==> src/rtl/event_header_reader.sv <==
// Streams completed event headers (HDR_WORDS x 16-bit) from the header RAM to readout, then releases the buffer.
// Latency: done strobe -> RAM read 2 cycles, first word valid 4 cycles; 3 cycles per word with ready held high.
// Backpressure: valid/ready; a presented word is held stable until accepted, and no further RAM reads are issued until then.
//
// Ports:
//   clk33_i, rst_n_i                 clock, async active-low reset
//   event_done_i, event_buffer_i     completion strobe + buffer id (queued, 4 deep)
//   hdr_addr_o, hdr_rd_o, hdr_dat_i  RAM read port, 1-cycle read latency
//   dout_o/_valid_o/_ready_i/_last_o output word stream; dout_buffer_o = buffer being streamed
//   buffer_release_o, _id_o          one-cycle release strobe after the final word
//   pending_o, overflow_o            queued (not yet started) events; sticky queue overflow
//
// Build option: define HEADER_CHECKSUM_EN to append a 16-bit XOR checksum word
// (carrying dout_last_o) after the header words.
module event_header_reader #(
    parameter int HDR_WORDS = 22
) (
    input  logic        clk33_i,
    input  logic        rst_n_i,
    input  logic        event_done_i,
    input  logic [1:0]  event_buffer_i,
    output logic [7:0]  hdr_addr_o,
    output logic        hdr_rd_o,
    input  logic [15:0] hdr_dat_i,
    output logic [15:0] dout_o,
    output logic        dout_valid_o,
    input  logic        dout_ready_i,
    output logic        dout_last_o,
    output logic [1:0]  dout_buffer_o,
    output logic        buffer_release_o,
    output logic [1:0]  buffer_release_id_o,
    output logic [2:0]  pending_o,
    output logic        overflow_o
);

    localparam logic [5:0] LAST_WORD = 6'(HDR_WORDS - 1);

    typedef enum logic [2:0] {
        S_IDLE,
        S_FETCH,
        S_WAIT,
        S_PRESENT,
        S_CKSUM,
        S_RELEASE
    } state_t;

    // Buffer-id queue
    logic [1:0]  q_mem_q [4];
    logic [1:0]  q_mem_d [4];
    logic [1:0]  q_rd_ptr_q, q_rd_ptr_d;
    logic [1:0]  q_wr_ptr_q, q_wr_ptr_d;
    logic [2:0]  q_cnt_q, q_cnt_d;
    logic        overflow_q, overflow_d;
    logic        pop, full, push_ok;

    // Sequencer
    state_t      state_q, state_d;
    logic [5:0]  word_q, word_d;
    logic [1:0]  cur_buf_q, cur_buf_d;
    logic [15:0] dout_q, dout_d;
`ifdef HEADER_CHECKSUM_EN
    logic [15:0] acc_q, acc_d;
`endif

    // Registered output strobes, derived from the next state so they align with it
    logic        hdr_rd_q, hdr_rd_d;
    logic        valid_q, valid_d;
    logic        last_q, last_d;
    logic        release_q, release_d;
    logic [1:0]  release_id_q, release_id_d;

    always_comb begin
        // The queue pops exactly when the sequencer leaves IDLE. A push that
        // coincides with that pop is always taken, even from a full queue.
        pop      = (state_q == S_IDLE) && (q_cnt_q != 3'd0);
        full     = (q_cnt_q == 3'd4);
        push_ok  = event_done_i && (!full || pop);

        q_mem_d    = q_mem_q;
        q_wr_ptr_d = q_wr_ptr_q;
        q_rd_ptr_d = q_rd_ptr_q;
        if (push_ok) begin
            // On a full push+pop the write slot equals the read slot; the pop
            // below reads the old contents from q_mem_q, so no hazard.
            q_mem_d[q_wr_ptr_q] = event_buffer_i;
            q_wr_ptr_d          = q_wr_ptr_q + 2'd1;
        end
        if (pop) begin
            q_rd_ptr_d = q_rd_ptr_q + 2'd1;
        end
        q_cnt_d    = q_cnt_q + {2'b00, push_ok} - {2'b00, pop};
        overflow_d = overflow_q | (event_done_i & full & ~pop);

        state_d   = state_q;
        word_d    = word_q;
        cur_buf_d = cur_buf_q;
        dout_d    = dout_q;
`ifdef HEADER_CHECKSUM_EN
        acc_d     = acc_q;
`endif

        unique case (state_q)
            S_IDLE: begin
                if (pop) begin
                    cur_buf_d = q_mem_q[q_rd_ptr_q];
                    word_d    = 6'd0;
`ifdef HEADER_CHECKSUM_EN
                    acc_d     = 16'h0000;
`endif
                    state_d   = S_FETCH;
                end
            end
            S_FETCH: begin
                state_d = S_WAIT;
            end
            S_WAIT: begin
                dout_d  = hdr_dat_i;
`ifdef HEADER_CHECKSUM_EN
                acc_d   = acc_q ^ hdr_dat_i;
`endif
                state_d = S_PRESENT;
            end
            S_PRESENT: begin
                if (dout_ready_i) begin
                    if (word_q == LAST_WORD) begin
`ifdef HEADER_CHECKSUM_EN
                        dout_d  = acc_q;
                        state_d = S_CKSUM;
`else
                        state_d = S_RELEASE;
`endif
                    end else begin
                        word_d  = word_q + 6'd1;
                        state_d = S_FETCH;
                    end
                end
            end
            S_CKSUM: begin
                if (dout_ready_i) begin
                    state_d = S_RELEASE;
                end
            end
            S_RELEASE: begin
                state_d = S_IDLE;
            end
            default: begin
                state_d = S_IDLE;
            end
        endcase

        hdr_rd_d     = (state_d == S_FETCH);
        valid_d      = (state_d == S_PRESENT) || (state_d == S_CKSUM);
`ifdef HEADER_CHECKSUM_EN
        last_d       = (state_d == S_CKSUM);
`else
        last_d       = (state_d == S_PRESENT) && (word_d == LAST_WORD);
`endif
        release_d    = (state_d == S_RELEASE);
        release_id_d = (state_d == S_RELEASE) ? cur_buf_d : 2'd0;
    end

    always_ff @(posedge clk33_i or negedge rst_n_i) begin
        if (!rst_n_i) begin
            for (int i = 0; i < 4; i++) begin
                q_mem_q[i] <= 2'd0;
            end
            q_rd_ptr_q   <= 2'd0;
            q_wr_ptr_q   <= 2'd0;
            q_cnt_q      <= 3'd0;
            overflow_q   <= 1'b0;
            state_q      <= S_IDLE;
            word_q       <= 6'd0;
            cur_buf_q    <= 2'd0;
            dout_q       <= 16'h0000;
`ifdef HEADER_CHECKSUM_EN
            acc_q        <= 16'h0000;
`endif
            hdr_rd_q     <= 1'b0;
            valid_q      <= 1'b0;
            last_q       <= 1'b0;
            release_q    <= 1'b0;
            release_id_q <= 2'd0;
        end else begin
            q_mem_q      <= q_mem_d;
            q_rd_ptr_q   <= q_rd_ptr_d;
            q_wr_ptr_q   <= q_wr_ptr_d;
            q_cnt_q      <= q_cnt_d;
            overflow_q   <= overflow_d;
            state_q      <= state_d;
            word_q       <= word_d;
            cur_buf_q    <= cur_buf_d;
            dout_q       <= dout_d;
`ifdef HEADER_CHECKSUM_EN
            acc_q        <= acc_d;
`endif
            hdr_rd_q     <= hdr_rd_d;
            valid_q      <= valid_d;
            last_q       <= last_d;
            release_q    <= release_d;
            release_id_q <= release_id_d;
        end
    end

    assign hdr_addr_o          = {cur_buf_q, word_q};
    assign hdr_rd_o            = hdr_rd_q;
    assign dout_o              = dout_q;
    assign dout_valid_o        = valid_q;
    assign dout_last_o         = last_q;
    assign dout_buffer_o       = cur_buf_q;
    assign buffer_release_o    = release_q;
    assign buffer_release_id_o = release_id_q;
    assign pending_o           = q_cnt_q;
    assign overflow_o          = overflow_q;

endmodule
==> config.mk <==
export PLATFORM = sky130hd
export DESIGN_NAME = event_header_reader
export DESIGN_NICKNAME = d
export VERILOG_FILES = /design/src/rtl/event_header_reader.sv
export SDC_FILE = /design/constraint.sdc
export NUM_CORES = 1
export LEC_CHECK = 0
export ABC_AREA = 1
export CAP_MARGIN = 10
export CORE_UTILIZATION = 40
export DETAILED_ROUTE_END_ITERATION = 8
export MAX_ROUTING_LAYER = met4
export PLACE_DENSITY = 0.67
export SLEW_MARGIN = 10
export SYNTH_ARGS = -nofsm -noshare
export SYNTH_HDL_FRONTEND = slang
export SYNTH_SLANG_ARGS = --single-unit
==> constraint.sdc <==
create_clock -name clk33_i -period 2.85 [get_ports clk33_i]
set_clock_uncertainty 0.2 [all_clocks]
set_input_delay 0.285 -clock clk33_i [delete_from_list [all_inputs] [get_ports clk33_i]]
set_output_delay 0.285 -clock clk33_i [all_outputs]
set_load 0.03 [all_outputs]
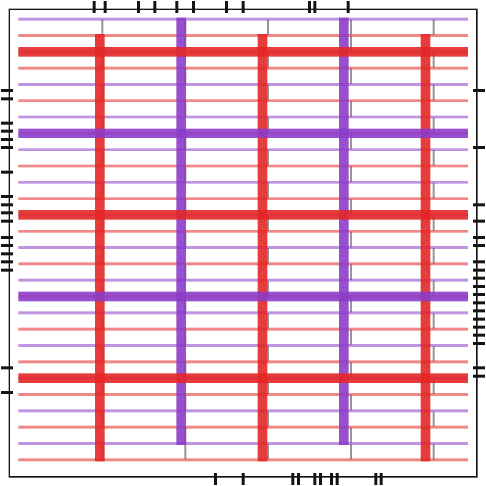
*Power grid, run 1*
Scale: 6 px per µm. Pins as bars on the die edge. Tap cells in gray.
Purple is VDD. Red is VSS.
28 met1 rails follow the rows. 58 signal pins sit on the boundary. 72 tap cells.

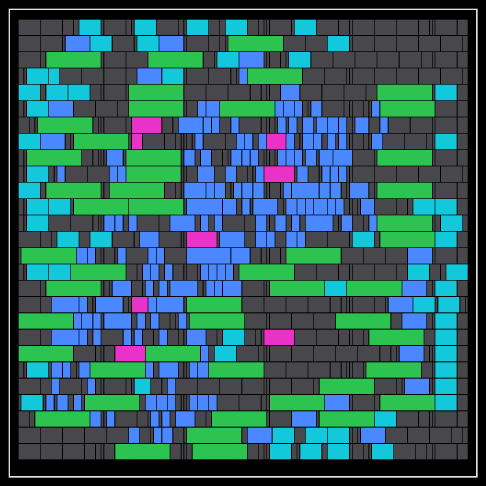
*Placed cells, one color a class, run 1*
Scale: 6 px per µm. Fill, decap, tap and diode cells in gray.
Blue is remaining logic cells, cells 177. Green is registers, cells 49. Magenta is clock drivers and dummy loads, cells 8. Cyan is remaining buffers and delay cells, cells 59.
final instance area: 0.003028 mm²
site row count: 27
flop share of the area: 40.50%
Core Util, Final: 54.99%

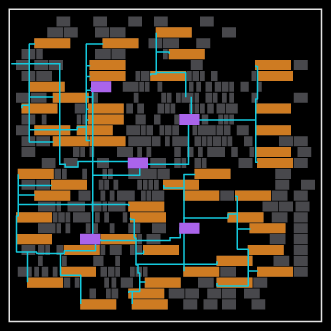
*Routed clock nets over the placement, run 1*
Scale: 4 px per µm.
Cyan is clock wires, length 585 µm. Orange is flip-flops, count 49. Purple is clock-net drivers, count 5.
Position of the flops: spread over the die.

## run 1: report_power, final
| part | switching, mW | internal (mW) |
|---|---|---|
| Sequential | 0.226 | 0.991 |
| Clock | 0.241 | 0.174 |
| Combinational | 1.00 | 0.759 |
| Total | 1.47 | 1.92 |
## run 1: sequential cells by signal, indices dropped and copies added (netlist names)
name                 cells
dout_buffer_o            2
overflow_o               1
hdr_rd_o                 1
buffer_release_id_o      2
dout_last_o              1
q_mem_q                  8
dout_o                  16
q_rd_ptr_q               2
buffer_release_o         1
dout_valid_o             1
state_q                  3
word_q                   6
pending_o                3
q_wr_ptr_q               2
## run 1: per-layer routing
metal  wire, µm  part of all wire, %  vias to the layer above
li1           -                    -                      865
met1       2129                   47                      834
met2       2124                   47                       53
met3        238                  5.2                        7
met4         74                  1.6                        0
met5          0                    0                        -
## run 1: worst max-delay path, cell delays in order (launching register included)
cell,delay (ps)
dfrtp_1,450
nor2_1,110
nand2_1,110
nand2_1,190
inv_1,120
ha_1,290
inv_1,40
ha_1,180
fa_1,390
xnor2_1,180
xor2_1,160
## run 1: synthesized netlist by cell type (all sizes together)
cell type  number
a21oi           7
nand3          13
o21ai          17
xnor2           1
mux2           16
nor3            4
dfrtp          49
xor2            3
buf             3
o32ai           2
a31o            1
o21bai          1
fa              1
ha              8
nor2           24
inv            32
o311ai          1
a211oi          1
nand2          45
## run 1: stage by stage
step           hold slack (ps)  cell area [µm²]  power, mW
3_3_place_gp             100.4             2928      2.966
4_1_cts                  294.0             3028      3.427
5_1_grt                  312.0             3028      3.632
6_report                 272.1             3028      3.395
3_5_place_dp             104.6             2928      3.003
2_1_floorplan           -210.6             2291      2.377
## run 1: cells by family (layout without fill, tap and decap cells)
| logic type | after synthesis | in the layout |
|---|---|---|
| flip-flops | 49 | 49 |
| adder cells (fa/ha/maj) | 9 | 9 |
| XOR/XNOR | 4 | 4 |
| AND-OR/OR-AND | 30 | 30 |
| AND/OR/NAND/NOR | 86 | 86 |
| buffers and inverters | 35 | 99 |
| multiplexers | 16 | 16 |
## run 1: worst max path at each step
stage	startpoint	end	slack, ps	cells after the start
3_5_place_dp	pending_o[0]	pending_o[2]	400	10
2_1_floorplan	pending_o[1]	pending_o[2]	410	10
3_3_place_gp	event_done_i	pending_o[2]	490	8
6_report	pending_o[1]	pending_o[2]	360	10
5_1_grt	pending_o[1]	pending_o[2]	180	10
4_1_cts	pending_o[1]	pending_o[2]	360	10
## run 1: final cells by class
cell class,instances,area [µm²],area share [%]
timing repair buffer,59,583.1,19.26
multi-input combinational,145,918.4,30.33
tap,72,90.09,2.975
clock buffer,5,68.82,2.273
clock inverter,3,21.27,0.7025
inverter,32,120.1,3.967
sequential,49,1226,40.50
==> impl_metrics.py, run 1 <==
# Auto-generated metrics
metrics = {
    "critical_path": {
        "worstPathMaxFanout": 5,
        "r2r_start": "pending_o[1]",
        "required_ps": 2890,
        "r2r_slack_ps": 360,
        "r2r_end": "pending_o[2]",
        "worstSetupStartpointType": "register",
        "end_kind": "register",
        "r2r_cells": 10,
        "crit_type": "register to register",
        "crit_arrival_ps": 2530,
    },
    "pwr": {
        "ir_drop_v": 0.0005023,
        "power_density_mw_per_mm2": 1121,
        "p_leak_nw": 1.414,
    },
    "detailed_routing": {
        "vias": 1759,
        "drc": 0,
        "drtAntennaViolNets": 0,
        "wl_per_cell_um": 12.51,
        "drt_pre_antenna_iters": 4,
        "drt-total-wl_mm": 4.566,
        "drt-initial-drc-count": 67,
        "vias_per_cell": 4.819,
    },
    "timing": {
        "fin_ws_ps": 363.8,
        "relSlewSlack_pct": 64.64,
        "period_needed_ps": 2486,
        "tightest_slew_ps": 530.4,
        "maxSlewViolCount": 0,
        "fin_crit_sh_pct": 87.24,
        "rsz0062_at_grt": "false",
        "finalHoldViolCount": 0,
        "setup_violations": 0,
        "max_freq_mhz": 402.2,
        "setup_tns_ps": 0,
    },
    "clock_tree": {
        "cts_buffers": 5,
        "cts_sinks": 49,
        "postCtsSetupBuffers": 0,
        "ctsResizeCount": 0,
        "clockBufferDepth": 2,
        "cts_tree": "yes",
        "clockRootBuffer": "clkbuf_8",
        "clk_latency_ps": 310,
        "clkSlewWorstSetupHoldPaths_ps": 100,
        "htree_levels": 2,
        "cts_hold_buf": 1,
    },
    "floorplanning": {
        "placeableCoreArea_mm2": 0.005507,
        "fp_util_pct": 41.60,
        "chipArea_mm2": 0.006034,
        "ios": 58,
        "die_y_um": 77.68,
        "die-width_um": 77.68,
    },
    "synth": {
        "compound_area_share_pct": 8.247,
        "top_cells_by_area": "dfrtp_1, mux2_2, nand2_1",
        "yosysSeqAreaShare_pct": 53.52,
        "ys_cells": 229,
        "synth_adder_area_share_pct": 5.243,
        "netlist_area_mm2": 0.002291,
        "syn_nets": 260,
        "top_area_cell": "dfrtp_1",
        "syn_area_per_cell_um2": 10.00,
        "synthCells": 229,
        "ys_area_mm2": 0.002291,
        "top_cell_area_share_pct": 53.52,
        "ys_seq_elements": 49,
        "ys_types": 29,
        "ys_sh_simple_pct": 17.20,
        "ys_sh_mux_pct": 7.865,
        "topCombFamilyByArea": "simple AND/OR/NAND/NOR gates",
        "yosys_warnings": 0,
        "ys_sh_xor_pct": 1.529,
    },
    "min_path": {
        "min_path_type": "input pin to asynchronous set/reset pin",
    },
    "placed_design": {
        "routabilityCongestion": 0.8038,
        "pre_cts_ws_ps": 400.4,
        "dp_cells": 356,
        "port-buffer-count": 57,
        "dp.final_hpwl_mm": 3.371,
    },
    "finish": {
        "antenna_cells": 0,
        "syn2layout_area_growth_pct": 32.17,
        "fillers": 501,
        "nets": 323,
        "layout.cells.most_common": "clkdlybuf4s50_1",
        "drive_gt1_share_pct": 15.36,
        "fin_cells": 365,
        "mostFrequentLayoutCells": "clkdlybuf4s50_1, dfrtp_1, nand2_1",
    },
    "global_routing": {
        "met3_usage_pct": 3.176,
        "gr-total-overflow": 0,
        "grt_pass1_wl_mm": 7.935,
        "antenna_found_initial": 0,
        "grt_pass1_vias": 1756,
        "track_usage_pct": 17.54,
        "gr-max-usage-layer": "met2",
        "use_met1_pct": 22.04,
        "use_met2_pct": 27.61,
        "grt_max_degree": 27,
    },
    "run": {
        "log.warning_count": 30,
        "maxCapViolCount": 0,
    },
    "run_status": {
        "status": "completed",
    },
}
### Routed metal, one color a layer, run 1

Scale: 6 px per µm.
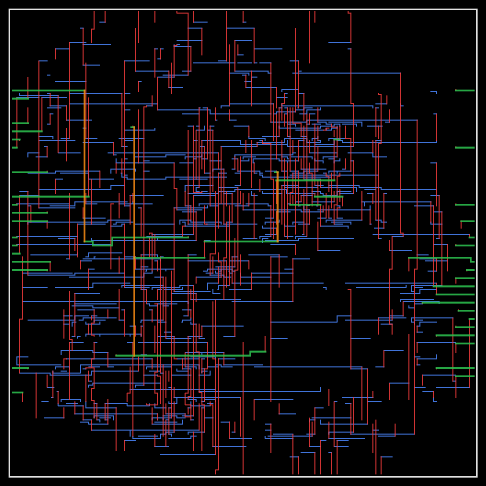

==> run 2, diff against run 1 <==
Settings changed: CORE_MARGIN set to 10, CTS_CLUSTER_SIZE set to 24.
Clock period 2.85 ns to 3 ns, I/O delays scaled along.
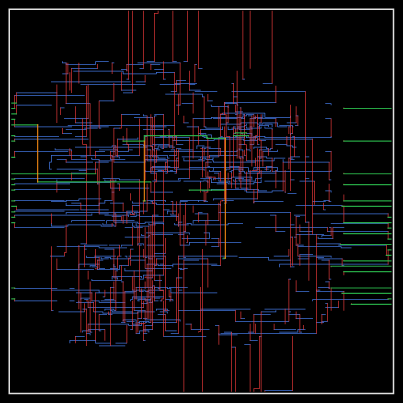
*Routed metal, one color a layer, run 2*
Scale: 4 px per µm.
Red is M2, wire length 2,030 µm. Orange is M4, wire length 59.2 µm. Blue is M1, wire length 2,530 µm. Green is M3, wire length 299 µm.
total track usage: 11.21%
WL/cell: 13.45 µm
Detailed Route WL: 4.911 mm
total number of vias: 1,702

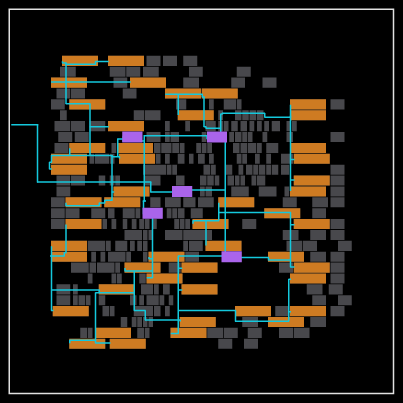
*Routed clock nets over the placement, run 2*
Scale: 4 px per µm.
Cyan is clock wires, length 616 µm. Orange is flip-flops, count 49. Purple is clock-net drivers, count 5.
There are 6 routed clock nets.
worst skew pair latency: 300 ps
clock network fraction of total power: 12.4%
clock network power: 399 µW

==> run 2 against run 1 <==
Effect of this change: total power decreased by 4.8%; via count decreased by 3.2%; largest power group unchanged; area after synthesis unchanged; die size increased by 52%; register-to-register slack improved by 220 ps; synthesized cell count unchanged; wire length increased by 7.6%; sequential cell count unchanged; count of clock-buffer cells in the layout increased by 1; cell count unchanged.
==> impl_metrics.py, run 2 <==
# Auto-generated metrics
metrics = {
    "synth": {
        "top_cells_by_area": "dfrtp_1, mux2_2, nand2_1",
        "top_area_cell": "dfrtp_1",
        "netlist_area_mm2": 0.002291,
        "edf_count": 0,
        "top_cell_area_share_pct": 53.52,
        "synth_top_cell_by_count": "dfrtp_1",
        "ys_dominant_reg_cell": "dfrtp_1",
        "syn_nets": 260,
        "synthCells": 229,
        "synthTopCellsByCount": "dfrtp_1, nand2_1, inv_1",
        "yosys_warnings": 0,
        "synthArstFlopShare_pct": 100.0,
        "ys_types": 29,
        "yosysSeqAreaShare_pct": 53.52,
        "ys_cells": 229,
        "ys_seq_elements": 49,
        "ys_area_mm2": 0.002291,
        "syn_area_per_cell_um2": 10.00,
    },
    "global_routing": {
        "grt_pass1_vias": 1680,
        "antenna_found_initial": 0,
        "grt_max_degree": 24,
        "gr-total-overflow": 0,
        "grt_pass1_wl_mm": 7.859,
    },
    "floorplanning": {
        "placeableCoreArea_mm2": 0.005540,
        "die-width_um": 95.68,
        "fp_util_pct": 41.35,
        "die_y_um": 95.68,
        "ios": 58,
        "row_count": 27,
        "chipArea_mm2": 0.009155,
    },
    "detailed_routing": {
        "drtAntennaViolNets": 0,
        "drc": 0,
        "drt-initial-drc-count": 46,
        "drt_pre_antenna_iters": 4,
        "vias_per_cell": 4.663,
    },
    "timing": {
        "tightest_slew_ps": 521.2,
        "setup_tns_ps": 0,
        "fin_ws_ps": 582.3,
        "relSlewSlack_pct": 65.26,
        "fin_crit_sh_pct": 80.59,
        "max_freq_mhz": 413.6,
        "finalHoldViolCount": 0,
        "period_needed_ps": 2418,
        "rsz0062_at_grt": "false",
        "setup_violations": 0,
        "maxSlewViolCount": 0,
    },
    "finish": {
        "drive_gt1_share_pct": 15.36,
        "syn2layout_area_growth_pct": 32.50,
        "largest_reg_flops": 16,
        "antenna_cells": 0,
        "mostFrequentLayoutCells": "clkdlybuf4s50_1, dfrtp_1, nand2_1",
        "post-route-util_pct": 54.79,
        "nets": 324,
        "layout.cells.most_common": "clkdlybuf4s50_1",
    },
    "pwr": {
        "p_leak_nw": 1.418,
        "swShare_pct": 42.87,
        "pwr-share-comb_pct": 52.1,
        "seq_power_share_pct": 35.5,
        "p_int_mw": 1.846,
        "switchingPower_mw": 1.385,
        "ir_drop_v": 0.0005063,
        "power_density_mw_per_mm2": 1064,
    },
    "placed_design": {
        "dp.final_hpwl_mm": 3.823,
        "routabilityCongestion": 0.8348,
        "port-buffer-count": 57,
        "pre_cts_ws_ps": 582.6,
    },
    "clock_tree": {
        "htree_levels": 2,
        "clockBufferDepth": 2,
        "clockRootBuffer": "clkbuf_8",
        "ctsResizeCount": 0,
        "cts_sinks": 49,
        "cts_buffers": 5,
        "cts_tree": "yes",
        "clkSlewWorstSetupHoldPaths_ps": 90,
    },
    "critical_path": {
        "critical_path.slowest_cell": "dfrtp_1",
        "crit_type": "register to register",
        "cpPeakStageDelay_ps": 440,
        "cp_num_buf_inv": 2,
        "required_ps": 2990,
        "critPathTopFamily": "adder cells",
        "path_cells": "nor2_1, nand2_1, nand2_1, inv_1, ha_1, inv_1, ha_1, fa_1, xnor2_1, xor2_1",
        "worstPathMaxFanout": 5,
        "crit_arrival_ps": 2410,
        "worstSetupStartpointType": "register",
        "end_kind": "register",
    },
    "min_path": {
        "min_path_type": "input pin to asynchronous set/reset pin",
    },
    "run": {
        "maxCapViolCount": 0,
        "log.warning_count": 30,
    },
    "run_status": {
        "status": "completed",
    },
}
==> run 2: worst reg2reg max path: stages, from the launching register on <==
cell	delay [ps]
dfrtp_1	440
nor2_1	100
nand2_1	100
nand2_1	190
inv_1	110
ha_1	290
inv_1	40
ha_1	180
fa_1	380
xnor2_1	140
xor2_1	140
==> run 2: per-layer routing <==
| layer | global-route usage, % | part of all wire [%] | vias to the layer above |
|---|---|---|---|
| li1 | - | - | 862 |
| met1 | 15.15 | 51 | 784 |
| met2 | 16.14 | 41 | 49 |
| met3 | 2.592 | 6.1 | 7 |
| met4 | 3.686 | 1.2 | 0 |
| met5 | - | 0 | - |
==> run 2: power by group through the flow <==
stage | clock network, mW | logic [mW] | registers [mW]
after floorplan | 0 | 0.754 | 1.50
after global placement | 0 | 1.69 | 1.15
after detailed placement | 0 | 1.71 | 1.16
after CTS | 0.415 | 1.72 | 1.15
after global routing | 0.439 | 1.85 | 1.18
final | 0.399 | 1.68 | 1.15
==> run 2: cell type report <==
class                           instances  area, µm²
Fill cell                             512       2505
Sequential cell                        49       1226
Tap cell                               72      90.09
Inverter                               32      120.1
Multi-Input combinational cell        145      918.4
Clock inverter                          1      7.507
Timing Repair Buffer                   60      590.6
Clock buffer                            6      82.58
==> run 2: cell families after synthesis <==
| kind of cell | synth area share [%] |
|---|---|
| compound gates | 8.248 |
| flops | 53.52 |
| xor+xnor | 1.529 |
| mux | 7.864 |
| simple gates | 17.20 |
| fa+ha+maj | 5.243 |
| buf+inv | 6.389 |
==> run 2: what timing repair did <==
item / in CTS / in global routing
endpoints found under the hold margin: 21 / 0
buffers inserted: 0 / 0
hold buffers: 1 / 0
==> run 2: path summary, 6_finish.rpt <==
path,to,from,slack [ps],cells after the start
worst max register to register,pending_o[2],pending_o[1],580,10
worst min register to register,state_q[1],state_q[2],290,1
worst min-delay path,dout_o[5],rst_n_i,290,2
min in group clk33_i,state_q[1],state_q[2],290,1
max in group asynchronous,hdr_rd_o,rst_n_i,1720,3
worst max-delay path,pending_o[2],pending_o[1],580,10
==> run 2: through the flow <==
step                instance area [µm²]  total power, mW  hold slack, ps  std cells
floorplan                          2291            2.258          -195.6        229
global placement                   2935            2.841           95.39        357
detailed placement                 2935            2.875           101.8        357
CTS                                3035            3.282           289.2        365
global route                       3035            3.475           302.5        365
finish                             3035            3.231           291.8        365
### Routing congestion, run 2

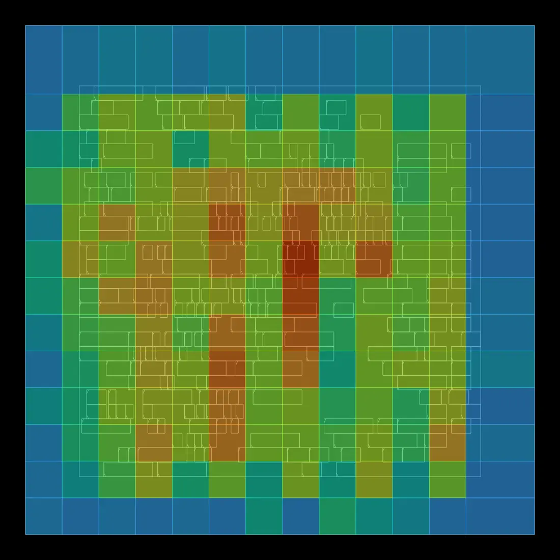

==> run 3, diff against run 2 <==
Settings changed: PLACE_DENSITY 0.67 to 0.7.
Clock period 3 ns to 2.22 ns, I/O delays scaled along.
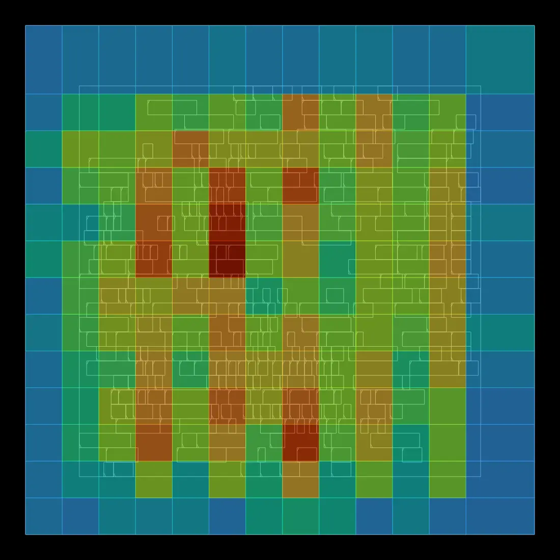
*Routing congestion, run 3*
Core Util, Final: 57.36%
WL/cell: 13.37 µm
grt met3 use: 3.378%
layer with the highest usage: met2

==> run 3 against run 2 <==
Effect of this change: sequential power up 36%; the flow now finishes with violations (negative setup slack); sequential share of layout area fell by 1.7 points; synthesized cell count is the same; hold slack lost 200 ps; area after synthesis did not move; highest routed layer unchanged; count of clock-buffer cells in the layout down 1; via count up 3.3%.
==> impl_metrics.py, run 3 <==
# Auto-generated metrics
metrics = {
    "run_status": {
        "status": "finished with violations",
        "violations": "negative setup slack",
    },
    "pwr": {
        "ir_drop_v": 0.0006680,
        "p_leak_nw": 1.478,
        "pwr-share-comb_pct": 54.1,
        "swShare_pct": 42.59,
        "power_density_mw_per_mm2": 1432,
        "p_clk_share_pct": 11.6,
        "p_int_mw": 2.612,
        "seq_power_share_pct": 34.3,
        "switchingPower_mw": 1.938,
    },
    "finish": {
        "syn2layout_area_growth_pct": 38.72,
        "nets": 336,
        "mostFrequentLayoutCells": "clkdlybuf4s50_1, dfrtp_1, nand2_1",
        "antenna_cells": 0,
        "layout.cells.most_common": "clkdlybuf4s50_1",
        "drive_gt1_share_pct": 23.20,
        "fillers": 495,
        "largest_reg_flops": 16,
    },
    "detailed_routing": {
        "drt-initial-drc-count": 78,
        "drc": 0,
        "drtAntennaViolNets": 0,
        "drt_pre_antenna_iters": 4,
        "vias_per_cell": 4.651,
    },
    "placed_design": {
        "port-buffer-count": 57,
        "pre_cts_ws_ps": -32.01,
        "dp.final_hpwl_mm": 3.953,
        "routabilityCongestion": 0.8593,
    },
    "synth": {
        "synthCells": 229,
        "syn_nets": 260,
        "compound_area_share_pct": 8.247,
        "ys_dominant_reg_cell": "dfrtp_1",
        "synth_adder_area_share_pct": 5.243,
        "top_cell_area_share_pct": 53.52,
        "synthTopCellsByCount": "dfrtp_1, nand2_1, inv_1",
        "top_area_cell": "dfrtp_1",
        "ys_types": 29,
        "yosysSeqAreaShare_pct": 53.52,
        "synthArstFlopShare_pct": 100.0,
        "ys_sh_xor_pct": 1.529,
        "ys_area_mm2": 0.002291,
        "yosys_warnings": 0,
        "edf_count": 0,
        "ys_cells": 229,
        "topCombFamilyByArea": "simple AND/OR/NAND/NOR gates",
        "netlist_area_mm2": 0.002291,
        "ys_sh_mux_pct": 7.865,
        "ys_sh_simple_pct": 17.20,
        "top_cells_by_area": "dfrtp_1, mux2_2, nand2_1",
        "ys_seq_elements": 49,
        "syn_area_per_cell_um2": 10.00,
        "synth_top_cell_by_count": "dfrtp_1",
    },
    "critical_path": {
        "worstSetupStartpointType": "register",
        "crit_arrival_ps": 2210,
        "crit_type": "register to register",
        "cp-startpoint": "state_q[0]",
        "required_ps": 2210,
        "r2r_start": "state_q[0]",
        "end_kind": "register",
        "worstPathMaxFanout": 4,
    },
    "clock_tree": {
        "cts_tree": "yes",
        "clockRootBuffer": "clkbuf_8",
        "htree_levels": 2,
        "cts_sinks": 49,
        "clk_latency_ps": 300,
        "clkSlewWorstSetupHoldPaths_ps": 90,
        "clockBufferDepth": 2,
        "cts_buffers": 5,
    },
    "timing": {
        "max_freq_mhz": 449.8,
        "period_needed_ps": 2223,
        "rsz0062_at_grt": "true",
        "setup_violations": 1,
        "finalHoldViolCount": 0,
        "relSlewSlack_pct": 73.79,
        "whs_ps": 87.70,
        "fin_ws_ps": -2.998,
        "tightest_slew_ps": 391.8,
        "fin_crit_sh_pct": 100.1,
        "maxSlewViolCount": 0,
    },
    "floorplanning": {
        "fp_util_pct": 41.35,
        "chipArea_mm2": 0.009155,
        "placeableCoreArea_mm2": 0.005540,
        "row_count": 27,
        "ios": 58,
        "die-width_um": 95.68,
        "die_y_um": 95.68,
    },
    "global_routing": {
        "grt_pass1_vias": 1711,
        "grt_max_degree": 27,
        "grt_pass1_wl_mm": 8.328,
        "gr-total-overflow": 0,
        "antenna_found_initial": 0,
    },
    "run": {
        "maxCapViolCount": 0,
        "log.warning_count": 32,
    },
    "min_path": {
        "min_path_type": "input pin to asynchronous set/reset pin",
    },
}
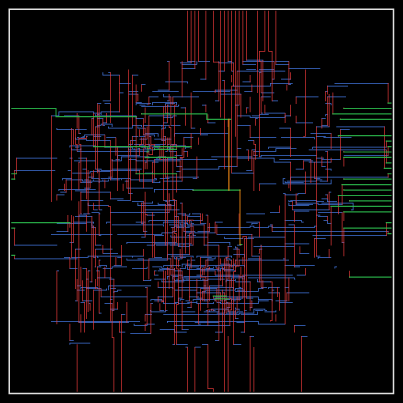
*Routed metal, one color a layer, run 3*
Scale: 4 px per µm.
Orange is M4, wire length 31.3 µm. Red is M2, wire length 2,450 µm. Blue is M1, wire length 2,240 µm. Green is M3, wire length 332 µm.
Detailed Route WL: 5.055 mm
total track usage: 11.70%
total number of vias: 1,758

run 3: layer usage:
metal  part of all wire [%]  GRT usage [%]
met4                   0.61          3.071
met1                     44          14.30
met5                      0              -
met2                     49          18.51
met3                    6.5          3.378
run 3: worst paths after layout:
path	to	slack, ps	cells past startpoint
worst max-delay path	pending_o[2]	-3	10
worst min-delay path	q_wr_ptr_q[1]	90	2
worst max register to register	pending_o[2]	-3	10
worst min register to register	pending_o[2]	280	1
max in group asynchronous	state_q[2]	1160	3
min in group clk33_i	pending_o[2]	280	1
run 3: critical path, cell delays in order, from the launching register on:
cell and delay [ps]:
dfrtp_1 420, nor2_4 160, nand2_4 80, nand2_2 70, nand2_2 70, ha_4 260
inv_2 40, ha_4 150, fa_2 370, xnor2_2 150, xor2_1 150
run 3: per-stage QoR:
step | area, µm² | total power [mW] | TNS (ps) | utilization (%) | instances
finish | 3178 | 4.550 | -2.998 | 57.36 | 378
global route | 3178 | 4.899 | -107.6 | 57.36 | 378
CTS | 3113 | 4.507 | 0 | 56.19 | 374
detailed placement | 3004 | 3.951 | -32.01 | 54.22 | 365
global placement | 3004 | 3.891 | 0 | 54.22 | 365
floorplan | 2300 | 3.067 | -57.84 | - | 229
run 3: final cells by class:
| type | count | area [µm²] | area share [%] |
|---|---|---|---|
| flip-flops and latches | 49 | 1230 | 38.70 |
| clock inverters | 3 | 22.52 | 0.7087 |
| repair buffers | 72 | 680.7 | 21.42 |
| inverters | 32 | 120.1 | 3.780 |
| well taps | 72 | 90.09 | 2.835 |
| clock buffers | 5 | 68.82 | 2.165 |
| multi-input cells | 145 | 965.9 | 30.39 |
run 3: kinds of logic (layout without fill, tap and decap cells):
group / Yosys count / after routing
AOI/OAI and AO/OA: 30 / 30
xor gates and xnor gates: 4 / 4
adders and majority gates: 9 / 9
buffers and inverters: 35 / 112
DFF: 49 / 49
muxes: 16 / 16
and+or+nand+nor: 86 / 86
run 3: power groups by stage:
stage	combinational, mW	clock, mW	sequential (mW)
2_1_floorplan	1.03	0	2.04
3_5_place_dp	2.38	0	1.57
5_1_grt	2.69	0.589	1.62
6_report	2.46	0.526	1.56
4_1_cts	2.40	0.550	1.56
3_3_place_gp	2.34	0	1.56
run 3: timing repair:
action / CTS / global route
endpoints found under the hold margin: 49 / 0
buffers inserted: 0 / 4
hold buffers: 1 / 0
pin swaps: 0 / 6
setup endpoints to repair: 1 / 1
resized: 1 / 7
gates cloned: 0 / 0
No activity file was given, so power comes from the tool's default toggle rates.
